[src/rtl/stage_3.sv]
// Execute stage of the 5-stage RISC-V pipeline.
// Holds the ID/EX register, resolves operand selects, runs the ALU (with an
// iterative 1-bit/cycle shifter) and registers results into EX/MEM.
module stage_3 #(
  parameter int XLEN    = 32,
  parameter int SHAMT_W = 5
) (
  input  logic            i_clk,
  input  logic            i_rst,
  input  logic            i_stall,
  input  logic            i_flush,
  input  logic            i_mem_busy,
  input  logic [XLEN-1:0] i_pc,
  input  logic [4:0]      i_rd_num,
  input  logic [XLEN-1:0] i_rs_1,
  input  logic [XLEN-1:0] i_rs_2,
  input  logic [XLEN-1:0] i_imm_ext,
  input  logic [19:0]     i_imm_20_u,
  input  logic [2:0]      i_alu_op_1,
  input  logic [2:0]      i_alu_op_2,
  input  logic [3:0]      i_alu_op,
  input  logic [2:0]      i_mem_op,
  input  logic            i_alu_mem_op,
  output logic            busy,
  output logic [4:0]      id_ex_rd_num,
  output logic [4:0]      ex_mem_rd_num,
  output logic [XLEN-1:0] alu_out,
  output logic [XLEN-1:0] store_data,
  output logic [2:0]      mem_op,
  output logic            alu_mem_op,
  output logic            reg_op,
  output logic            valid
);

  // Operand-select codes
  localparam logic [2:0] SEL_RS_1      = 3'd0;
  localparam logic [2:0] SEL_RS_2      = 3'd1;
  localparam logic [2:0] SEL_IMM_EXT   = 3'd2;
  localparam logic [2:0] SEL_PC        = 3'd3;
  localparam logic [2:0] SEL_IMM_4     = 3'd4;
  localparam logic [2:0] SEL_IMM_0     = 3'd5;
  localparam logic [2:0] SEL_LUI_AUIPC = 3'd6;

  // ALU function codes
  localparam logic [3:0] ALU_ADD  = 4'd0;
  localparam logic [3:0] ALU_SUB  = 4'd1;
  localparam logic [3:0] ALU_SLT  = 4'd2;
  localparam logic [3:0] ALU_SLTU = 4'd3;
  localparam logic [3:0] ALU_AND  = 4'd4;
  localparam logic [3:0] ALU_OR   = 4'd5;
  localparam logic [3:0] ALU_XOR  = 4'd6;
  localparam logic [3:0] ALU_SLL  = 4'd7;
  localparam logic [3:0] ALU_SRL  = 4'd8;
  localparam logic [3:0] ALU_SRA  = 4'd9;

  typedef enum logic {IDLE, SHIFT} state_t;

  // ID/EX register
  logic [XLEN-1:0] pc_p0, rs_1_p0, rs_2_p0, imm_ext_p0;
  logic [19:0]     imm_20_u_p0;
  logic [4:0]      rd_num_p0;
  logic [2:0]      sel_1_p0, sel_2_p0, mem_op_p0;
  logic [3:0]      alu_op_p0;
  logic            alu_mem_op_p0;
  logic            vld_p0;

  // EX/MEM register
  logic [XLEN-1:0] alu_out_p1, store_data_p1;
  logic [4:0]      rd_num_p1;
  logic [2:0]      mem_op_p1;
  logic            alu_mem_op_p1;
  logic            vld_p1;

  // Iterative shifter state
  state_t          state;
  logic [XLEN-1:0] acc;
  logic [SHAMT_W-1:0] cnt;

  logic signed [XLEN-1:0] op_1, op_2;
  logic [XLEN-1:0]        alu_res;
  logic [XLEN-1:0]        acc_next;
  logic [SHAMT_W-1:0]     shamt;
  logic                   is_shift, shift_start, shift_last;

  function automatic logic [XLEN-1:0] sel_operand(
    input logic [2:0]      sel,
    input logic [XLEN-1:0] rs_1,
    input logic [XLEN-1:0] rs_2,
    input logic [XLEN-1:0] imm_ext,
    input logic [XLEN-1:0] pc,
    input logic [19:0]     imm_u
  );
    logic [XLEN-1:0] r;
    case (sel)
      SEL_RS_1:      r = rs_1;
      SEL_RS_2:      r = rs_2;
      SEL_IMM_EXT:   r = imm_ext;
      SEL_PC:        r = pc;
      SEL_IMM_4:     r = XLEN'(4);
      SEL_IMM_0:     r = '0;
      SEL_LUI_AUIPC: r = {imm_u, 12'b0};
      default:       r = '0;
    endcase
    return r;
  endfunction

  // Shift ops return op1 unchanged here; that is the amount-0 result, any
  // non-zero amount goes through the iterative path instead.
  function automatic logic [XLEN-1:0] alu_calc(
    input logic [3:0]             op,
    input logic signed [XLEN-1:0] a,
    input logic signed [XLEN-1:0] b
  );
    logic [XLEN-1:0] r;
    case (op)
      ALU_ADD:  r = a + b;
      ALU_SUB:  r = a - b;
      ALU_SLT:  r = {{(XLEN-1){1'b0}}, (a < b)};
      ALU_SLTU: r = {{(XLEN-1){1'b0}}, ($unsigned(a) < $unsigned(b))};
      ALU_AND:  r = a & b;
      ALU_OR:   r = a | b;
      ALU_XOR:  r = a ^ b;
      ALU_SLL, ALU_SRL, ALU_SRA: r = a;
      default:  r = '0;
    endcase
    return r;
  endfunction

  function automatic logic [XLEN-1:0] shift_step(
    input logic [3:0]      op,
    input logic [XLEN-1:0] a
  );
    logic signed [XLEN-1:0] s;
    logic [XLEN-1:0]        r;
    s = a;
    case (op)
      ALU_SLL: r = a << 1;
      ALU_SRL: r = a >> 1;
      ALU_SRA: r = s >>> 1;
      default: r = a;
    endcase
    return r;
  endfunction

  always_comb begin
    op_1        = sel_operand(sel_1_p0, rs_1_p0, rs_2_p0, imm_ext_p0, pc_p0, imm_20_u_p0);
    op_2        = sel_operand(sel_2_p0, rs_1_p0, rs_2_p0, imm_ext_p0, pc_p0, imm_20_u_p0);
    alu_res     = alu_calc(alu_op_p0, op_1, op_2);
    shamt       = op_2[SHAMT_W-1:0];
    is_shift    = (alu_op_p0 == ALU_SLL) || (alu_op_p0 == ALU_SRL) || (alu_op_p0 == ALU_SRA);
    shift_start = (state == IDLE) && vld_p0 && is_shift && (shamt != '0);
    shift_last  = (state == SHIFT) && (cnt == SHAMT_W'(1));
    acc_next    = shift_step(alu_op_p0, acc);
    busy        = i_mem_busy || (state == SHIFT) || shift_start;
  end

  // --- ID/EX boundary: capture decode bundle, a bubble, or retire a finished shift
  always_ff @(posedge i_clk) begin
    if (!i_rst || (!busy && (i_stall || i_flush)) || (!i_mem_busy && shift_last)) begin
      pc_p0         <= '0;
      rs_1_p0       <= '0;
      rs_2_p0       <= '0;
      imm_ext_p0    <= '0;
      imm_20_u_p0   <= '0;
      rd_num_p0     <= '0;
      sel_1_p0      <= SEL_IMM_0;
      sel_2_p0      <= SEL_IMM_0;
      alu_op_p0     <= ALU_ADD;
      mem_op_p0     <= '0;
      alu_mem_op_p0 <= 1'b0;
      vld_p0        <= 1'b0;
    end else if (!busy) begin
      pc_p0         <= i_pc;
      rs_1_p0       <= i_rs_1;
      rs_2_p0       <= i_rs_2;
      imm_ext_p0    <= i_imm_ext;
      imm_20_u_p0   <= i_imm_20_u;
      rd_num_p0     <= i_rd_num;
      sel_1_p0      <= i_alu_op_1;
      sel_2_p0      <= i_alu_op_2;
      alu_op_p0     <= i_alu_op;
      mem_op_p0     <= i_mem_op;
      alu_mem_op_p0 <= i_alu_mem_op;
      vld_p0        <= 1'b1;
    end
  end

  // --- EX/MEM boundary: shift FSM and result register, frozen while memory is busy
  always_ff @(posedge i_clk) begin
    if (!i_rst) begin
      state         <= IDLE;
      acc           <= '0;
      cnt           <= '0;
      alu_out_p1    <= '0;
      store_data_p1 <= '0;
      rd_num_p1     <= '0;
      mem_op_p1     <= '0;
      alu_mem_op_p1 <= 1'b0;
      vld_p1        <= 1'b0;
    end else if (!i_mem_busy) begin
      case (state)
        IDLE: begin
          if (shift_start) begin
            acc           <= op_1;
            cnt           <= shamt;
            state         <= SHIFT;
            alu_out_p1    <= '0;
            store_data_p1 <= '0;
            rd_num_p1     <= '0;
            mem_op_p1     <= '0;
            alu_mem_op_p1 <= 1'b0;
            vld_p1        <= 1'b0;
          end else begin
            alu_out_p1    <= alu_res;
            store_data_p1 <= rs_2_p0;
            rd_num_p1     <= rd_num_p0;
            mem_op_p1     <= mem_op_p0;
            alu_mem_op_p1 <= alu_mem_op_p0;
            vld_p1        <= vld_p0;
          end
        end
        SHIFT: begin
          acc <= acc_next;
          cnt <= cnt - SHAMT_W'(1);
          if (shift_last) begin
            state         <= IDLE;
            alu_out_p1    <= acc_next;
            store_data_p1 <= rs_2_p0;
            rd_num_p1     <= rd_num_p0;
            mem_op_p1     <= mem_op_p0;
            alu_mem_op_p1 <= alu_mem_op_p0;
            vld_p1        <= vld_p0;
          end else begin
            alu_out_p1    <= '0;
            store_data_p1 <= '0;
            rd_num_p1     <= '0;
            mem_op_p1     <= '0;
            alu_mem_op_p1 <= 1'b0;
            vld_p1        <= 1'b0;
          end
        end
        default: state <= IDLE;
      endcase
    end
  end

  assign id_ex_rd_num  = rd_num_p0;
  assign ex_mem_rd_num = rd_num_p1;
  assign alu_out       = alu_out_p1;
  assign store_data    = store_data_p1;
  assign mem_op        = mem_op_p1;
  assign alu_mem_op    = alu_mem_op_p1;
  assign valid         = vld_p1;
  assign reg_op        = vld_p1 && (rd_num_p1 != 5'd0) && !alu_mem_op_p1;

endmodule

[config.mk]
export PLATFORM = sky130hd
export DESIGN_NAME = stage_3
export DESIGN_NICKNAME = d
export VERILOG_FILES = /design/src/rtl/stage_3.sv
export SDC_FILE = /design/constraint.sdc
export NUM_CORES = 1
export LEC_CHECK = 0
export CAP_MARGIN = 20
export CELL_PAD_IN_SITES_DETAIL_PLACEMENT = 2
export CELL_PAD_IN_SITES_GLOBAL_PLACEMENT = 2
export CORE_MARGIN = 2
export CORE_UTILIZATION = 35
export DETAILED_ROUTE_END_ITERATION = 8
export GPL_ROUTABILITY_DRIVEN = 0
export GPL_TIMING_DRIVEN = 0
export PLACE_DENSITY = 0.89
export SLEW_MARGIN = 10
export SYNTH_ARGS = -nofsm -noshare
export SYNTH_HDL_FRONTEND = slang
export SYNTH_SLANG_ARGS = --single-unit
[constraint.sdc]
create_clock -name i_clk -period 8 [get_ports i_clk]
set_clock_uncertainty 0.15 [all_clocks]
set_input_delay 1.6 -clock i_clk [delete_from_list [all_inputs] [get_ports i_clk]]
set_output_delay 1.6 -clock i_clk [all_outputs]
set_load 0.01 [all_outputs]
==> flow_summary.json <==
{
  "power.internal_w": 0.00281,
  "final-clk-cell-share_pct": 5.10,
  "endpoint": "alu_out[28]$_SDFFE_PN0N_",
  "leakagePower_nw": 8.80,
  "p_seq_w": 0.00156,
  "power_leader": "the clock network",
  "drt_first_pass_iters": 7,
  "clock_path_buffers": 3,
  "top_layer": "met5",
  "netlist.area_leader.share_pct": 30.2,
  "syn_area_um2": 18500,
  "dieHeight_um": 234,
  "finalHoldViolations": 0,
  "grt_usage_pct": 40.4,
  "ys_sh_aoi_pct": 28.6,
  "gr-usage-met1_pct": 47.2,
  "ff2ff_path_depth": 18,
  "clkbuf_count": 51,
  "outcome": "complete, no violations",
  "initCoreUtil_pct": 35.4,
  "min_path_cells": 2,
  "grt_use_met3_pct": 9.63,
  "dieArea_um2": 54800,
  "worst-path-stages": 18,
  "synth_area_leader_cell": "dfxtp_1",
  "cpMostUsedCell": "a211oi_1",
  "cts_root_buffer": "clkbuf_16",
  "start_kind": "register",
  "nonClkBufAreaFrac_pct": 14.8,
  "flop_cell": "dfxtp_1",
  "top_cell": "nand2_1",
  "logic_area_um2": 11600,
  "dp_cells": 3421,
  "comb_area_share_pct": 50.2,
  "cpPeakStageDelay_ps": 770,
  "fillers": 5912,
  "finalWorstSetupSlack_ps": 950,
  "r2r_slack_ps": 950,
  "numCtsBuffers": 35,
  "first_global_vias": 24700,
  "holdBufCountCts": 0,
  "p_per_area_nw_per_um2": 189,
  "cts_sinks": 280,
  "totalWireLength_mm": 113,
  "whs_ps": 325,
  "xor_share_pct": 1.04,
  "crit_type": "register to register",
  "seq_power_share_pct": 35.7,
  "row_count": 84,
  "path_clk_slew_ps": 60,
  "grt_max_degree": 13,
  "grt_pass1_wl_mm": 165,
  "grt-ovfl-total": 0,
  "post-dp-hpwl_mm": 80.5,
  "portBuffers": 250,
  "fp.dieW_um": 234,
  "common_cells": "nand2_1, a21oi_1, dfxtp_1",
  "comb_cells": 1889,
  "h-tree-depth": 2,
  "fp_nets": 2759,
  "n_tap_cell": 688,
  "ys_sh_adder_pct": 7.17,
  "critical_path_arrival_ps": 7390,
  "fin_crit_ps": 7050,
  "cap_viol_max_count": 0,
  "layout-drive-gt1-share_pct": 6.33,
  "nNonClkBuffers": 451,
  "min-delay-path-class": "register to register",
  "fin_cells": 3486,
  "synthCells": 2482,
  "cp_num_buf_inv": 6,
  "dpl_worst_slack_ps": 1510,
  "ctsResizeCount": 0,
  "drtIter0Drc": 2689,
  "viasPerCell": 6.54,
  "postCtsSetupBuffers": 0,
  "warnings": 96
}
cells in the final DEF (no fill, tap or decap), drive strengths merged, types with 17 or more instances in the layout:
cell | netlist | final
a211oi | 31 | 31
a21o | 17 | 17
a21oi | 337 | 337
a221oi | 25 | 25
a22o | 20 | 20
a22oi | 92 | 92
buf | 64 | 66
clkbuf | 134 | 186
clkdlybuf4s50 | 0 | 250
dfxtp | 280 | 280
ha | 103 | 103
inv | 112 | 112
mux2 | 26 | 26
mux2i | 47 | 47
mux4 | 20 | 20
nand2 | 488 | 488
nand3 | 25 | 25
nand4 | 19 | 19
nor2 | 184 | 184
nor2b | 34 | 34
o211ai | 33 | 33
o21a | 20 | 20
o21ai | 90 | 90
o22ai | 45 | 45
xnor2 | 21 | 21
Metal layers overlaid:
Drawn at 1.5 px/µm.
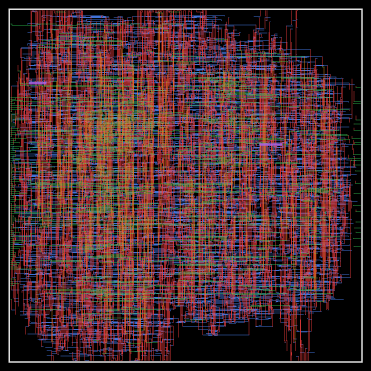
| colour | layer | wire length |
|---|---|---|
| blue | M1 | 42.1 mm |
| green | M3 | 10,300 µm |
| orange | M4 | 8,590 µm |
| red | M2 | 52.2 mm |
| purple | M5 | 23.9 µm |
Vias: 22.8k
drt wl/cell: 32.5 µm

Clock wires, drivers and flops:
Drawn at 1 px/µm.
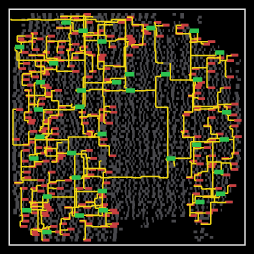
[green] clock-net drivers | count: 35
[red] flip-flops | count: 280
[yellow] clock wires | length: 4,930 µm
routed clock nets: 36

